--- config.mk ---
export PLATFORM = sky130hd
export DESIGN_NAME = viterbi_channel_err
export DESIGN_NICKNAME = d
export VERILOG_FILES = /design/src/rtl/viterbi_channel_err.sv
export SDC_FILE = /design/constraint.sdc
export NUM_CORES = 1
export LEC_CHECK = 0
export CORE_MARGIN = 1
export CORE_UTILIZATION = 26
export DETAILED_ROUTE_END_ITERATION = 10
export GPL_TIMING_DRIVEN = 0
export PLACE_DENSITY = 0.49
export REMOVE_ABC_BUFFERS = 1
export SLEW_MARGIN = 10
export SYNTH_ARGS = -nofsm -noshare
export SYNTH_HDL_FRONTEND = slang
export SYNTH_SLANG_ARGS = --single-unit
--- constraint.sdc ---
create_clock -name clk -period 3.6 [get_ports clk]
set_clock_uncertainty 0.2 [all_clocks]
set_input_delay 0.54 -clock clk [delete_from_list [all_inputs] [get_ports clk]]
set_output_delay 0.54 -clock clk [all_outputs]
set_load 0.02 [all_outputs]
--- src/rtl/viterbi_channel_err.sv ---
// viterbi_channel_err
// Noisy-channel model placed between a convolutional encoder and a Viterbi
// decoder. Symbols pass through with one cycle of latency; inside an
// observation window of WINDOW accepted symbols, pseudo-random error masks
// are XORed onto them, either as isolated events (mode 1) or as bursts of
// BURST_LEN consecutive valid symbols (mode 2).
//
// Ports:
//   clk, rst        rising-edge clock, asynchronous active-high reset
//   mode_i[1:0]     0/3 clean, 1 random, 2 burst
//   valid_i, sym_i  input symbol and its qualifier
//   valid_o, sym_o  registered qualifier and corrupted symbol
//   err_mask_o      mask applied to the symbol on sym_o
//   window_done_o   high once WINDOW symbols have been accepted
//   err_event_ct_o  saturating count of symbols with a nonzero mask
//   bad_bit_ct_o    saturating count of flipped bits
//
// Optional feature macro: VITERBI_CHAN_STATS_EN builds the popcount adder
// and the flipped-bit counter; without it bad_bit_ct_o is tied to zero.
//
// Handshake: valid_i is a one-way qualifier with no backpressure; every
// symbol presented with valid_i=1 is accepted on that rising edge.

module viterbi_channel_err #(
    parameter int          SYM_W     = 2,
    parameter int          N         = 4,
    parameter int          BURST_LEN = 4,
    parameter int          WINDOW    = 256,
    parameter logic [31:0] SEED      = 32'hACE1_2468
) (
    input  logic             clk,
    input  logic             rst,
    input  logic [1:0]       mode_i,
    input  logic             valid_i,
    input  logic [SYM_W-1:0] sym_i,
    output logic             valid_o,
    output logic [SYM_W-1:0] sym_o,
    output logic [SYM_W-1:0] err_mask_o,
    output logic             window_done_o,
    output logic [15:0]      err_event_ct_o,
    output logic [15:0]      bad_bit_ct_o
);

    localparam logic [31:0] POLY  = 32'h8020_0003;
    localparam logic [15:0] WIN   = 16'(WINDOW);
    localparam logic [7:0]  BL_M1 = 8'(BURST_LEN - 1);

    typedef enum logic {
        ST_IDLE  = 1'b0,
        ST_BURST = 1'b1
    } state_t;

    state_t           r_state, w_state_nxt;
    logic [31:0]      r_lfsr;
    logic [31:0]      w_lfsr_nxt;
    logic [15:0]      r_sym_ct;
    logic [15:0]      w_sym_ct_nxt;
    logic [7:0]       r_burst_left, w_burst_left_nxt;
    logic             w_trig, w_en, w_hit;
    logic [SYM_W-1:0] w_field, w_cand, w_mask;

    logic             r_valid_o;
    logic [SYM_W-1:0] r_sym_o, r_err_mask_o;
    logic             r_window_done;
    logic [15:0]      r_err_event_ct;

    // Trigger and candidate mask both come from the pre-advance LFSR value.
    assign w_trig  = (r_lfsr[N-1:0] == N'(1));
    assign w_field = r_lfsr[N+SYM_W-1:N];
    // An all-zero candidate becomes 1 so a corrupted symbol always flips a bit.
    assign w_cand  = (w_field == '0) ? SYM_W'(1) : w_field;
    assign w_en    = (r_sym_ct < WIN);

    // Right-shifting Galois LFSR: the bit shifted out selects the tap XOR.
    assign w_lfsr_nxt   = r_lfsr[0] ? ((r_lfsr >> 1) ^ POLY) : (r_lfsr >> 1);
    assign w_sym_ct_nxt = (r_sym_ct == WIN) ? r_sym_ct : (r_sym_ct + 16'd1);

    always_comb begin
        w_state_nxt      = r_state;
        w_burst_left_nxt = r_burst_left;
        w_hit            = 1'b0;
        case (mode_i)
            2'd1: begin
                w_state_nxt      = ST_IDLE;
                w_burst_left_nxt = 8'd0;
                w_hit            = valid_i && w_trig && w_en;
            end
            2'd2: begin
                case (r_state)
                    ST_IDLE: begin
                        if (valid_i && w_trig && w_en) begin
                            w_hit            = 1'b1;
                            w_burst_left_nxt = BL_M1;
                            if (BL_M1 != 8'd0) w_state_nxt = ST_BURST;
                        end
                    end
                    ST_BURST: begin
                        if (!w_en) begin
                            // Window closed mid-burst: abandon the burst.
                            w_state_nxt      = ST_IDLE;
                            w_burst_left_nxt = 8'd0;
                        end else if (valid_i) begin
                            // Burst symbols ignore the trigger.
                            w_hit            = 1'b1;
                            w_burst_left_nxt = r_burst_left - 8'd1;
                            if (r_burst_left == 8'd1) w_state_nxt = ST_IDLE;
                        end
                    end
                    default: begin
                        w_state_nxt      = ST_IDLE;
                        w_burst_left_nxt = 8'd0;
                    end
                endcase
            end
            default: begin
                w_state_nxt      = ST_IDLE;
                w_burst_left_nxt = 8'd0;
            end
        endcase
    end

    assign w_mask = w_hit ? w_cand : '0;

    always_ff @(posedge clk or posedge rst) begin
        if (rst) begin
            r_state        <= ST_IDLE;
            r_burst_left   <= 8'd0;
            r_lfsr         <= SEED;
            r_sym_ct       <= 16'd0;
            r_valid_o      <= 1'b0;
            r_sym_o        <= '0;
            r_err_mask_o   <= '0;
            r_window_done  <= 1'b0;
            r_err_event_ct <= 16'd0;
        end else begin
            r_valid_o    <= valid_i;
            r_state      <= w_state_nxt;
            r_burst_left <= w_burst_left_nxt;
            if (valid_i) begin
                r_lfsr        <= w_lfsr_nxt;
                r_sym_ct      <= w_sym_ct_nxt;
                r_sym_o       <= sym_i ^ w_mask;
                r_err_mask_o  <= w_mask;
                r_window_done <= (w_sym_ct_nxt == WIN);
                if ((w_mask != '0) && (r_err_event_ct != 16'hFFFF))
                    r_err_event_ct <= r_err_event_ct + 16'd1;
            end
        end
    end

`ifdef VITERBI_CHAN_STATS_EN
    logic [3:0]  w_pop;
    logic [16:0] w_bad_sum;
    logic [15:0] r_bad_bit_ct;

    always_comb begin
        w_pop = 4'd0;
        for (int i = 0; i < SYM_W; i++) w_pop = w_pop + 4'(w_mask[i]);
    end

    assign w_bad_sum = {1'b0, r_bad_bit_ct} + 17'(w_pop);

    always_ff @(posedge clk or posedge rst) begin
        if (rst) begin
            r_bad_bit_ct <= 16'd0;
        end else if (valid_i) begin
            r_bad_bit_ct <= w_bad_sum[16] ? 16'hFFFF : w_bad_sum[15:0];
        end
    end

    assign bad_bit_ct_o = r_bad_bit_ct;
`else
    assign bad_bit_ct_o = 16'd0;
`endif

    assign valid_o        = r_valid_o;
    assign sym_o          = r_sym_o;
    assign err_mask_o     = r_err_mask_o;
    assign window_done_o  = r_window_done;
    assign err_event_ct_o = r_err_event_ct;

endmodule

==> results_slide.txt, run 1 <==
Synthesis and Place & Route Summary

Yosys
  – Main flop type: dfrtp_1
  – Top-area cell share: 0.408
  – Yosys top cell by area: dfrtp_1
  – Yosys cell types: 50
  – Post-synth EDFFs: 0
  – Post-Syn Instances: approximately 370
  – Post-synth top cells: dfrtp_1, mux2_2, xnor2_1, inv_1, nand3_1
  – Top area cell types: dfrtp_1, dfstp_2, mux2_2
  – Post-Syn Area: 4050 um^2
  – # Cells Yosys: 371
  – Yosys top cell by instances: dfrtp_1
  – Post-synth seq share: 0.492
  – Yosys stat area: 4050 um^2
  – Asr flop ratio synth: 1.00

Clocking
  – Clock latency on the worst-skew pair: ~0.34 ns
  – Max Buffers Root-to-Sink: 2
  – CTS Hold Buffers Added: 0
  – Post-CTS Resized: 0
  – Setup bufs post-CTS: 0
  – Clk pin slew, worst setup/hold paths: 0.06 ns

Floorplan
  – Chip area: 16,100 um^2
  – Core area: 15,200 um^2
  – Init Core Util: 0.267
  – # IOs: ~45

Setup path
  – WS Path Type: input pin to register
  – CP Capture Type: register
  – CP required: 3.66 ns
  – Startpoint type of the worst setup path: input pin
  – CP Launch Point: mode_i[0]
  – Crit path DAT: 2.57 ns
  – Reg2reg start: r_sym_ct[10]

Placed design
  – Place WS: 0.705 ns
  – Post-DP HPWL: 5090 um
  – Post-Place Cell Area: 4490 um^2
  – GPL Wtd Cong: 0.790

Timing
  – Final setup fails: 0
  – RSZ-0062 raised after global routing: no
  – Fin. Hold Viols: 0
  – Fmax: 398 MHz
  – Min cycle time layout: 2.51 ns
  – Worst slew margin: 0.631
  – Fin. max-slew vios: 0
  – Final period util: 0.698
  – Final critical-path setup slack: 1.09 ns

Run
  – Maxcap violations: 0

Global routing
  – Largest net degree at the start of global routing: 51
  – Met2 Track Usage GR: 0.165
  – Initial antenna violation count: 0
  – Gr ovfl total: 0
  – Vias in the first global route: 2,751
  – Met1 GRT Util: 0.124
  – Grt met3 use: 0.0295
  – Busiest grt layer: met2
  – First-pass GRT wire length: 13,100 um

Detailed routing
  – Remaining DRCs: 0
  – Drt pass-1 iters: 4
  – DRT antenna net count: 0

Pwr
  – Max VDD drop: 0.000271 V
  – Power Dens Cells: 571 nW/um^2

Cells and area
  – Finished Cell Area: 4790 um^2
  – Share of cells above drive strength 1: 0.180
  – P&R area growth vs syn: 18.3%
  – NumNets Final: 410

Run status
  – Outcome: completed
run 1: kinds of logic after synthesis:
kind of cell,after synthesis,share of synthesized area
multiplexers,36,0.0982
adder cells (fa/ha/maj),8,0.0247
AND/OR/NAND/NOR,120,0.182
other,1,0.000925
XOR/XNOR,33,0.0713
AND-OR/OR-AND,44,0.0701
flip-flops,79,0.492
buffers and inverters,50,0.0614
run 1: final cells by class:
cell class | instances | area, um^2
Fill cell | 1553 | 10400
Sequential cell | 79 | 1990
Multi-Input combinational cell | 257 | 1870
Timing Repair Buffer | 30 | 323
Tap cell | 188 | 235
Clock buffer | 9 | 225
Clock inverter | 7 | 80.1
Inverter | 18 | 70.1
run 1: power breakdown:
part           switching, mW  internal [mW]
sequential             0.169           1.16
combinational          0.220          0.263
clock                  0.381          0.546
run 1: worst paths after layout:
| path | cells past startpoint | slack [ns] | to |
|---|---|---|---|
| hold / removal | 2 | 0.28 | r_lfsr[21] |
| setup reg to reg | 5 | 1.13 | err_event_ct_o[11] |
| hold reg to reg | 2 | 0.28 | r_lfsr[21] |
| setup / recovery | 7 | 1.09 | err_event_ct_o[11] |
| max in group asynchronous | 3 | 2.23 | r_lfsr[6] |
| min in group asynchronous | 2 | 0.35 | r_sym_ct[4] |
run 1: per-layer routing:
layer | wire length [um] | vias up
met4 | 136 | 0
met2 | 3630 | 44
met5 | 0 | -
li1 | - | 1346
met1 | 3510 | 1380
met3 | 267 | 15
run 1: registers in the layout, indices dropped and copies added (netlist names):
signal,flops
r_lfsr,32
err_event_ct_o,16
r_sym_ct,16
r_burst_left,8
err_mask_o,2
sym_o,2
r_state,1
valid_o,1
window_done_o,1
run 1: critical path, cell delays in order:
cell,delay (ns)
clkdlybuf4s50_1,0.52
inv_1,0.06
ha_1,0.27
nand2b_1,0.21
or3_4,0.43
nor4_1,0.36
xor2_1,0.18
run 1: stage by stage:
stage	power [mW]	setup TNS [ns]	util	hold WS, ns	instances
floorplan	1.68	0	-	0.259	354
global placement	1.81	-47.00	0.292	0.276	570
detailed placement	1.83	0	0.295	0.278	572
CTS	2.78	0	0.315	0.290	588
global route	2.91	0	0.315	0.302	588
finish	2.74	0	0.315	0.284	588
run 1: cell usage in the layout, fill, tap and decap left out, drive strengths merged, types with 6 or more instances in the layout:
cell,instances
xor2,8
a21oi,10
clkbuf,9
mux2,30
conb,16
xnor2,25
or3,6
nand2,16
and4,6
and3,9
dfstp,13
dfrtp,66
nor4,12
inv,21
nand4,10
ha,8
nor3,9
mux2i,6
clkdlybuf4s50,27
nor2,16
o21ai,12
nand3,17
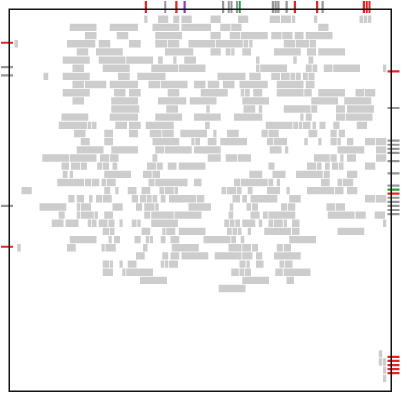
*Pin map, run 1*
(3 px per um) Pins as bars across the die edge, other pins in gray.
Key: purple = valid_o [pins 1, direction output, edge top]; red = bad_bit_ct_o [pins 16, direction output, edge 7 top, 7 right, 2 left]; green = err_mask_o [pins 2, direction output, edge 1 right, 1 top]
All pins by edge: 21 right, 19 top, 5 left.
Die X: 127 um
port bufs: 28
die height: 127 um

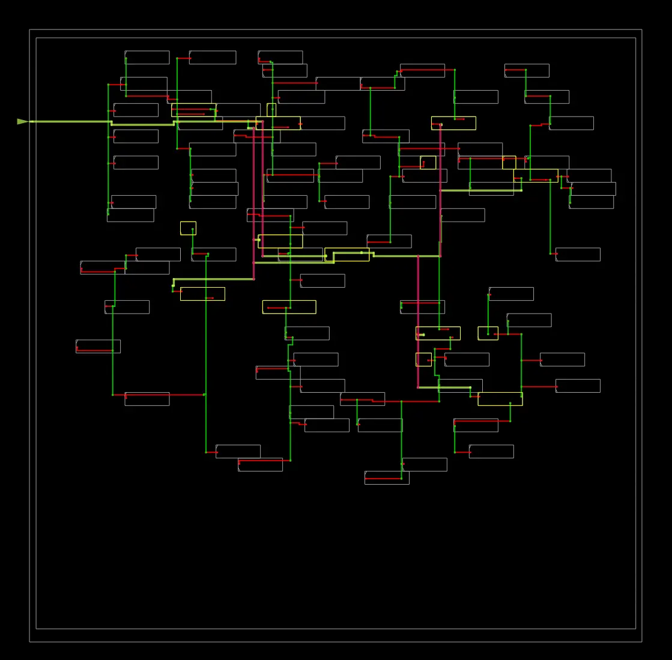
*Clock wiring as the flow saved it, run 1*
P_clk: 0.927 mW
clock buffer count from CTS: 9
Clock Sinks: 79

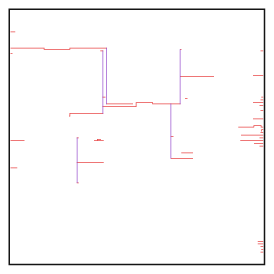
*Metal layers overlaid, run 1*
(2 px per um) Only two layers are drawn.
Key: purple = met4 [wire length 136 um]; red = met3 [wire length 267 um]
average wire per standard cell: 12.8 um
final wirelength: 7540 um
vias: 2,785
total track usage: 0.101

### Logic cells by family, run 1

(3 px per um)
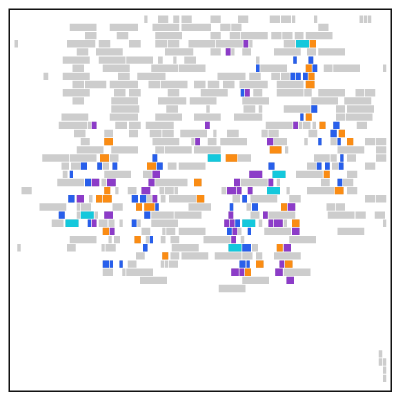

==> run 2: changes to the inputs <==
--- a/config.mk
+++ b/config.mk
@@ -9,7 +9,7 @@
 export CORE_UTILIZATION = 26
 export DETAILED_ROUTE_END_ITERATION = 10
 export GPL_TIMING_DRIVEN = 0
-export PLACE_DENSITY = 0.49
+export PLACE_DENSITY = 0.51
 export REMOVE_ABC_BUFFERS = 1
 export SLEW_MARGIN = 10
 export SYNTH_ARGS = -nofsm -noshare
==> constraint.sdc (replaced) <==
create_clock -name clk -period 2.23 [get_ports clk]
set_clock_uncertainty 0.2 [all_clocks]
set_input_delay 0.3345 -clock clk [delete_from_list [all_inputs] [get_ports clk]]
set_output_delay 0.3345 -clock clk [all_outputs]
set_load 0.02 [all_outputs]
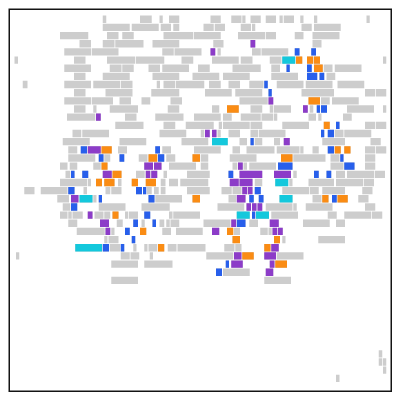
*Logic cells by family, run 2*
(3 px per um)
Key: purple = inverting AOI/OAI gates [cells 40, most used o21ai_0]; orange = AND and OR gates [cells 31, most used and3_1]; blue = NAND gates [cells 49, most used nand2_1]; cyan = adder and majority cells [cells 8, most used ha_1]
combinational share of cell area: 0.401
Commonest Layout Cell: dfrtp_1

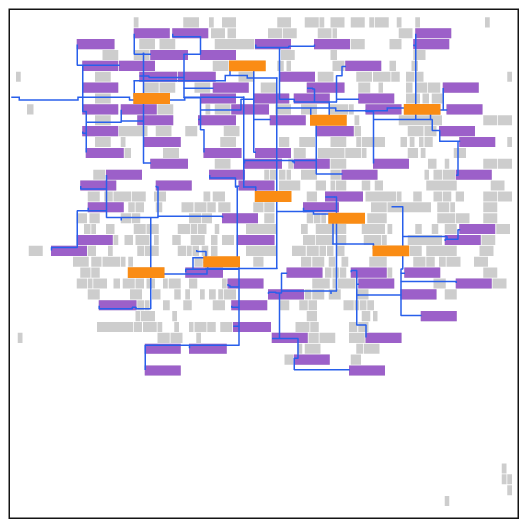
*Clock wires, drivers and flops, run 2*
(4 px per um)
Key: blue = clock wires [length 1,140 um]; purple = flip-flops [count 79]; orange = cells driving clock nets [count 9]
There are 10 routed clock nets.
P_clk: 1.60 mW
clock latency on the worst-skew pair: 0.34 ns
Clock power frac: 0.345

==> run 2 against run 1 <==
Against the previous run:
- the flow now finishes with violations (setup timing)
- synthesized cell count unchanged
- worst hold slack lost 0.15 ns
- global-route usage grew 0.27 points
- sequential power increased by 62%
- power rose by 69%
- setup slack worse by 1.1 ns
- core utilization increased by 2.0 points
- critical path type is now register to register
==> results_slide.txt, run 2 <==
Synthesis and Place & Route Summary

Floorplan
  – Chip area: 16,100 um^2 (unchanged)
  – Die X: 127 um (unchanged)
  – Core area: 15,200 um^2 (unchanged)
  – Die height: 127 um (unchanged)

Global routing
  – Gr ovfl total: 0 (unchanged)
  – Initial antenna violation count: 0 (unchanged)
  – Largest net degree at the start of global routing: 52 (was 51)
  – First-pass GRT wire length: 13,500 um (was 13,100 um)
  – Total track usage: 0.104 (was 0.101)
  – Vias in the first global route: 2,799 (was 2,751)

Pwr
  – Max VDD drop: 0.000379 V (was 0.000271 V)
  – Power Dens Cells: 910 nW/um^2 (was 571 nW/um^2)

Run status
  – Outcome: finished, violations left (was completed)
  – Failing checks: setup timing

Clocking
  – Clk pin slew, worst setup/hold paths: 0.06 ns (about the same)
  – CTS Hold Buffers Added: 0 (unchanged)
  – Max Buffers Root-to-Sink: 2 (unchanged)

Yosys
  – Yosys top cell by instances: dfrtp_1 (unchanged)
  – Post-Syn Instances: 371 (unchanged)
  – Post-Syn Area: 4050 um^2 (unchanged)
  – Yosys top cell by area: dfrtp_1 (unchanged)
  – # Cells Yosys: 371 (unchanged)
  – Main flop type: dfrtp_1 (unchanged)
  – Post-synth EDFFs: 0 (unchanged)
  – Yosys stat area: 4050 um^2 (unchanged)
  – Post-synth seq share: 0.492 (unchanged)
  – Top-area cell share: 0.408 (unchanged)

Placed design
  – Place WS: -0.438 ns (was 0.705 ns)
  – Post-Place Cell Area: 4490 um^2 (unchanged)
  – GPL Wtd Cong: 0.795 (was 0.790)
  – Placed insts: 572 (unchanged)
  – Port bufs: 28 (unchanged)

Setup path
  – Most common cell type on the critical path: buf_4
  – WS Path Type: register to register (was input pin to register)
  – CP required: 2.27 ns (was 3.66 ns)
  – Worst path max stage delay: 0.46 ns (was 0.52 ns)
  – Critical-path cell with the highest stage delay: dfrtp_2 (was clkdlybuf4s50_1)
  – Startpoint type of the worst setup path: register (was input pin)

Timing
  – Final period util: 1.02
  – Final critical-path setup slack: -0.0365 ns (was 1.09 ns)
  – Final setup fails: 2 (was 0)
  – RSZ-0062 raised after global routing: yes (was no)
  – Fin. Hold Viols: 0 (unchanged)

Detailed routing
  – Final wirelength: 8030 um (was 7540 um)
  – DRT antenna net count: 0 (unchanged)
  – Vias: 2,874 (was 2,785)
  – Remaining DRCs: 0 (unchanged)
  – Average wire per standard cell: 13.3 um (was 12.8 um)

Cells and area
  – Layout fillers: 1,556 (was 1,553)
  – Largest register FFs: 32 (unchanged)
  – P&R area growth vs syn: 25.7% (was 18.3%)
  – Most flop-heavy register: r_lfsr (unchanged)
  – Final std cells w/o fill: 602 (was 588)
  – NumNets Final: 424 (was 410)

Run
  – Maxcap violations: 0 (unchanged)
run 2: cell counts after synthesis:
No cell type changed its count.
run 2: what timing repair did:
item	in CTS	in global routing
pin swaps	4	12
setup buffers	11	2
endpoints found under the setup margin	26	18
resized	22	18
gates cloned	0	1
run 2: path summary, 6_finish.rpt:
| kind | startpoint | endpoint | cells after the start | slack (ns) |
|---|---|---|---|---|
| worst max register to register | r_sym_ct[13] | window_done_o | 7 | -0.04 |
| worst min-delay path | rst | r_lfsr[12] | 2 | 0.14 |
| min in group clk | valid_i | r_lfsr[21] | 3 | 0.21 |
| max in group asynchronous | rst | r_lfsr[10] | 3 | 1.08 |
| worst min register to register | err_event_ct_o[11] | err_event_ct_o[11] | 1 | 0.29 |
| worst max-delay path | r_sym_ct[13] | window_done_o | 7 | -0.04 |
run 2: stage by stage:
stage	power [mW]	hold WS, ns	util
floorplan	2.72	0.166	-
global placement	2.91	0.275	0.292
detailed placement	2.95	0.284	0.295
CTS	4.66	0.139	0.329
global route	4.91	0.150	0.335
finish	4.63	0.138	0.335
run 2: area by class of cell:
class	count	area [um^2]	area share
Timing Repair Buffer	43	424	0.0833
Sequential cell	79	2000	0.393
Clock buffer	11	243	0.0476
Inverter	18	70.1	0.0138
Clock inverter	5	81.3	0.0160
Multi-Input combinational cell	258	2040	0.401
Tap cell	188	235	0.0462
run 2: routing by layer:
layer  track usage  part of all wire  vias to the layer above
met5             0                 0                        -
met4        0.0336            0.0091                        0
met3        0.0350             0.043                        9
met2         0.164              0.47                       67
met1         0.134              0.48                     1427
li1              -                 -                     1371
run 2: cell families (layout without fill, tap and decap cells):
family                     count (synthesis)  in the layout  share of synthesized area
buffers and inverters                     50             77                     0.0614
adders and majority gates                  8              8                     0.0247
muxes                                     36             36                     0.0982
AOI/OAI and AO/OA                         44             45                     0.0701
and+or+nand+nor                          120            120                      0.182
other                                      1             16                   0.000925
xor gates and xnor gates                  33             33                     0.0713
DFF                                       79             79                      0.492
run 2: worst max-delay path, delay by kind of cell, from the launching register on:
| family | cells | cell delay, ns |
|---|---|---|
| AND-OR/OR-AND | 2 | 0.60 |
| AND/OR/NAND/NOR | 2 | 0.52 |
| flip-flops | 1 | 0.46 |
| buffers and inverters | 2 | 0.31 |
| multiplexers | 1 | 0.09 |
run 2: report_power, final:
group / internal (mW) / switching, mW
logic: 0.488 / 0.395
clock network: 1.01 / 0.588
registers: 1.87 / 0.277
==> run 3: changes to the inputs <==
--- a/config.mk
+++ b/config.mk
@@ -7,6 +7,7 @@
 export LEC_CHECK = 0
 export CORE_MARGIN = 1
 export CORE_UTILIZATION = 26
+export CTS_CLUSTER_SIZE = 16
 export DETAILED_ROUTE_END_ITERATION = 10
 export GPL_TIMING_DRIVEN = 0
 export PLACE_DENSITY = 0.51
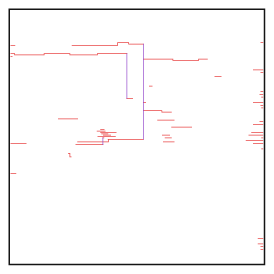
*Metal layers overlaid, run 3*
(2 px per um) Only two layers are drawn.
Key: red = met3 [wire length 348 um]; purple = met4 [wire length 73.4 um]
vias: 2,874
total track usage: 0.104

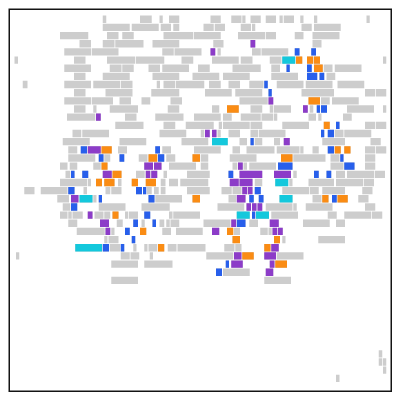
*Logic cells by family, run 3*
(3 px per um)
Key: cyan = adder and majority cells [cells 8, most used ha_1]; purple = inverting AOI/OAI gates [cells 40, most used o21ai_0]; blue = NAND gates [cells 49, most used nand2_1]; orange = AND and OR gates [cells 31, most used and3_1]
final std cells w/o fill: 602

==> run 3 against run 2 <==
Against the previous run:
- the flow still finishes with violations (setup timing)
- count of clock-buffer cells in the layout unchanged
- setup slack unchanged
- highest routed layer unchanged
- first-iteration DRC count is the same
- core utilization unchanged
- worst hold slack did not move
- wire length stayed put
- critical endpoint unchanged
- flip-flop count unchanged
- sequential share of layout area unchanged
- sequential power is essentially flat
- fmax unchanged
- via count stayed put
==> results_slide.txt, run 3 <==
Synthesis and Place & Route Summary

Run status
  – Outcome: finished, violations left (unchanged)
  – Failing checks: setup timing (unchanged)

Placed design
  – Post-DP HPWL: 4980 um (unchanged)
  – GPL Wtd Cong: 0.795 (unchanged)
  – Place WS: -0.438 ns (unchanged)
  – Placed insts: 572 (unchanged)
  – Port bufs: 28 (unchanged)

Pwr
  – Max VDD drop: 0.000379 V (unchanged)

Setup path
  – Worst-path cell chain: nor4_4, buf_4, buf_4, and4_2, mux2i_1, a211o_1, o31ai_2 (unchanged)
  – Most common cell type on the critical path: buf_4 (unchanged)
  – CP required: 2.27 ns (about the same)
  – WP depth: 7 (unchanged)
  – Worst path max stage delay: 0.46 ns (about the same)
  – R2R Setup Slk: -0.04 ns (about the same)
  – R2r endpoint: window_done_o (unchanged)
  – Worst Reg-to-Reg Cells: 7 (unchanged)
  – Reg2reg start: r_sym_ct[13] (unchanged)
  – CP Launch Point: r_sym_ct[13] (unchanged)
  – Crit path DAT: 2.30 ns (about the same)
  – Critical-path cell with the highest stage delay: dfrtp_2 (unchanged)

Timing
  – Fin. max-slew vios: 0 (unchanged)
  – Final critical-path setup slack: -0.0365 ns (unchanged)
  – Final setup fails: 2 (unchanged)
  – RSZ-0062 raised after global routing: yes (unchanged)
  – Min cycle time layout: 2.27 ns (unchanged)
  – Min Hold Slack: 0.138 ns (unchanged)

Yosys
  – # Cells Yosys: 371 (unchanged)
  – Asr flop ratio synth: 1.00 (unchanged)
  – Post-synth seq share: 0.492 (unchanged)
  – Yosys cell types: 50 (unchanged)
  – Post-synth EDFFs: 0 (unchanged)
  – Top area cell types: dfrtp_1, dfstp_2, mux2_2 (unchanged)
  – Yosys top cell by instances: dfrtp_1 (unchanged)
  – Top-area cell share: 0.408 (unchanged)
  – Yosys top cell by area: dfrtp_1 (unchanged)
  – Main flop type: dfrtp_1 (unchanged)

Cells and area
  – Layout fillers: 1,556 (unchanged)
  – Largest register FFs: 32 (unchanged)
  – Share of cells above drive strength 1: 0.273 (unchanged)
  – NumNets Final: 424 (unchanged)
  – Commonest Layout Cell: dfrtp_1 (unchanged)

Detailed routing
  – Drt pass-1 iters: 4 (unchanged)
  – DRT antenna net count: 0 (unchanged)
  – Final wirelength: 8030 um (unchanged)
  – Average wire per standard cell: 13.3 um (unchanged)

Clocking
  – Clock Sinks: 79 (unchanged)
  – Max Buffers Root-to-Sink: 2 (unchanged)
  – Clk pin slew, worst setup/hold paths: 0.06 ns (about the same)

Global routing
  – Vias in the first global route: 2,799 (unchanged)
  – First-pass GRT wire length: 13,500 um (unchanged)
  – Gr ovfl total: 0 (unchanged)

Floorplan
  – Die height: 127 um (unchanged)
  – Core area: 15,200 um^2 (unchanged)
  – Init Core Util: 0.267 (unchanged)
  – Die X: 127 um (unchanged)
## run 3: cell counts in the layout (fill, tap and decap cells not counted)
Identical to the previous run, type by type.
## run 3: power by group
| part | switching (mW) | internal, mW | total (mW) |
|---|---|---|---|
| clock | 0.588 | 1.01 | 1.60 |
| sequential | 0.277 | 1.87 | 2.15 |
| combinational | 0.395 | 0.488 | 0.884 |
| total | 1.26 | 3.37 | 4.63 |
## run 3: area by class of cell
cell class              count  area, um^2  share of cell area
clock buffers              11         243              0.0476
clock inverters             5        81.3              0.0160
inverters                  18        70.1              0.0138
multi-input cells         258        2040               0.401
flip-flops and latches     79        2000               0.393
well taps                 188         235              0.0462
repair buffers             43         424              0.0833
## run 3: what timing repair did
action | CTS | global route
resized | 22 | 18
pin swaps | 4 | 12
gates cloned | 0 | 1
buffers inserted | 11 | 2
endpoints found under the setup margin | 26 | 18
## run 3: worst reg2reg max path: stages (launching register included)
cell	delay (ns)
dfrtp_2	0.46
nor4_4	0.27
buf_4	0.18
buf_4	0.13
and4_2	0.25
mux2i_1	0.09
a211o_1	0.31
o31ai_2	0.29
## run 3: routing by layer
layer / GRT usage / part of all wire
met4: 0.0336 / 0.0091
met2: 0.164 / 0.47
met3: 0.0350 / 0.043
met1: 0.134 / 0.48
met5: 0 / 0
## run 3: through the flow
| stage | utilization | setup TNS (ns) | instance area (um^2) | total power, mW |
|---|---|---|---|---|
| floorplan | - | -20.22 | 3930 | 2.72 |
| global placement | 0.292 | -209.33 | 4440 | 2.91 |
| detailed placement | 0.295 | -6.80 | 4490 | 2.95 |
| CTS | 0.329 | -0.00955 | 5000 | 4.66 |
| global route | 0.335 | -0.795 | 5090 | 4.91 |
| finish | 0.335 | -0.0532 | 5090 | 4.63 |
## run 3: cell families after synthesis
group	Yosys count	synth area share
simple gates	120	0.182
flops	79	0.492
buf+inv	50	0.0614
compound gates	44	0.0701
mux	36	0.0982
xor+xnor	33	0.0713
fa+ha+maj	8	0.0247
other cells	1	0.000925
## run 3: worst min-delay path by stage
stage                  startpoint            endpoint  slack, ns  depth (start not counted)
4_1_cts                       rst          r_lfsr[28]       0.14                          2
2_1_floorplan             valid_i             valid_o       0.17                          0
3_3_place_gp   err_event_ct_o[11]  err_event_ct_o[11]       0.27                          1
3_5_place_dp           r_lfsr[21]          r_lfsr[21]       0.28                          2
6_report                      rst          r_lfsr[12]       0.14                          2
5_1_grt                       rst          r_lfsr[12]       0.15                          2
Power figures rest on the tool's default switching activity, not on a simulated workload.
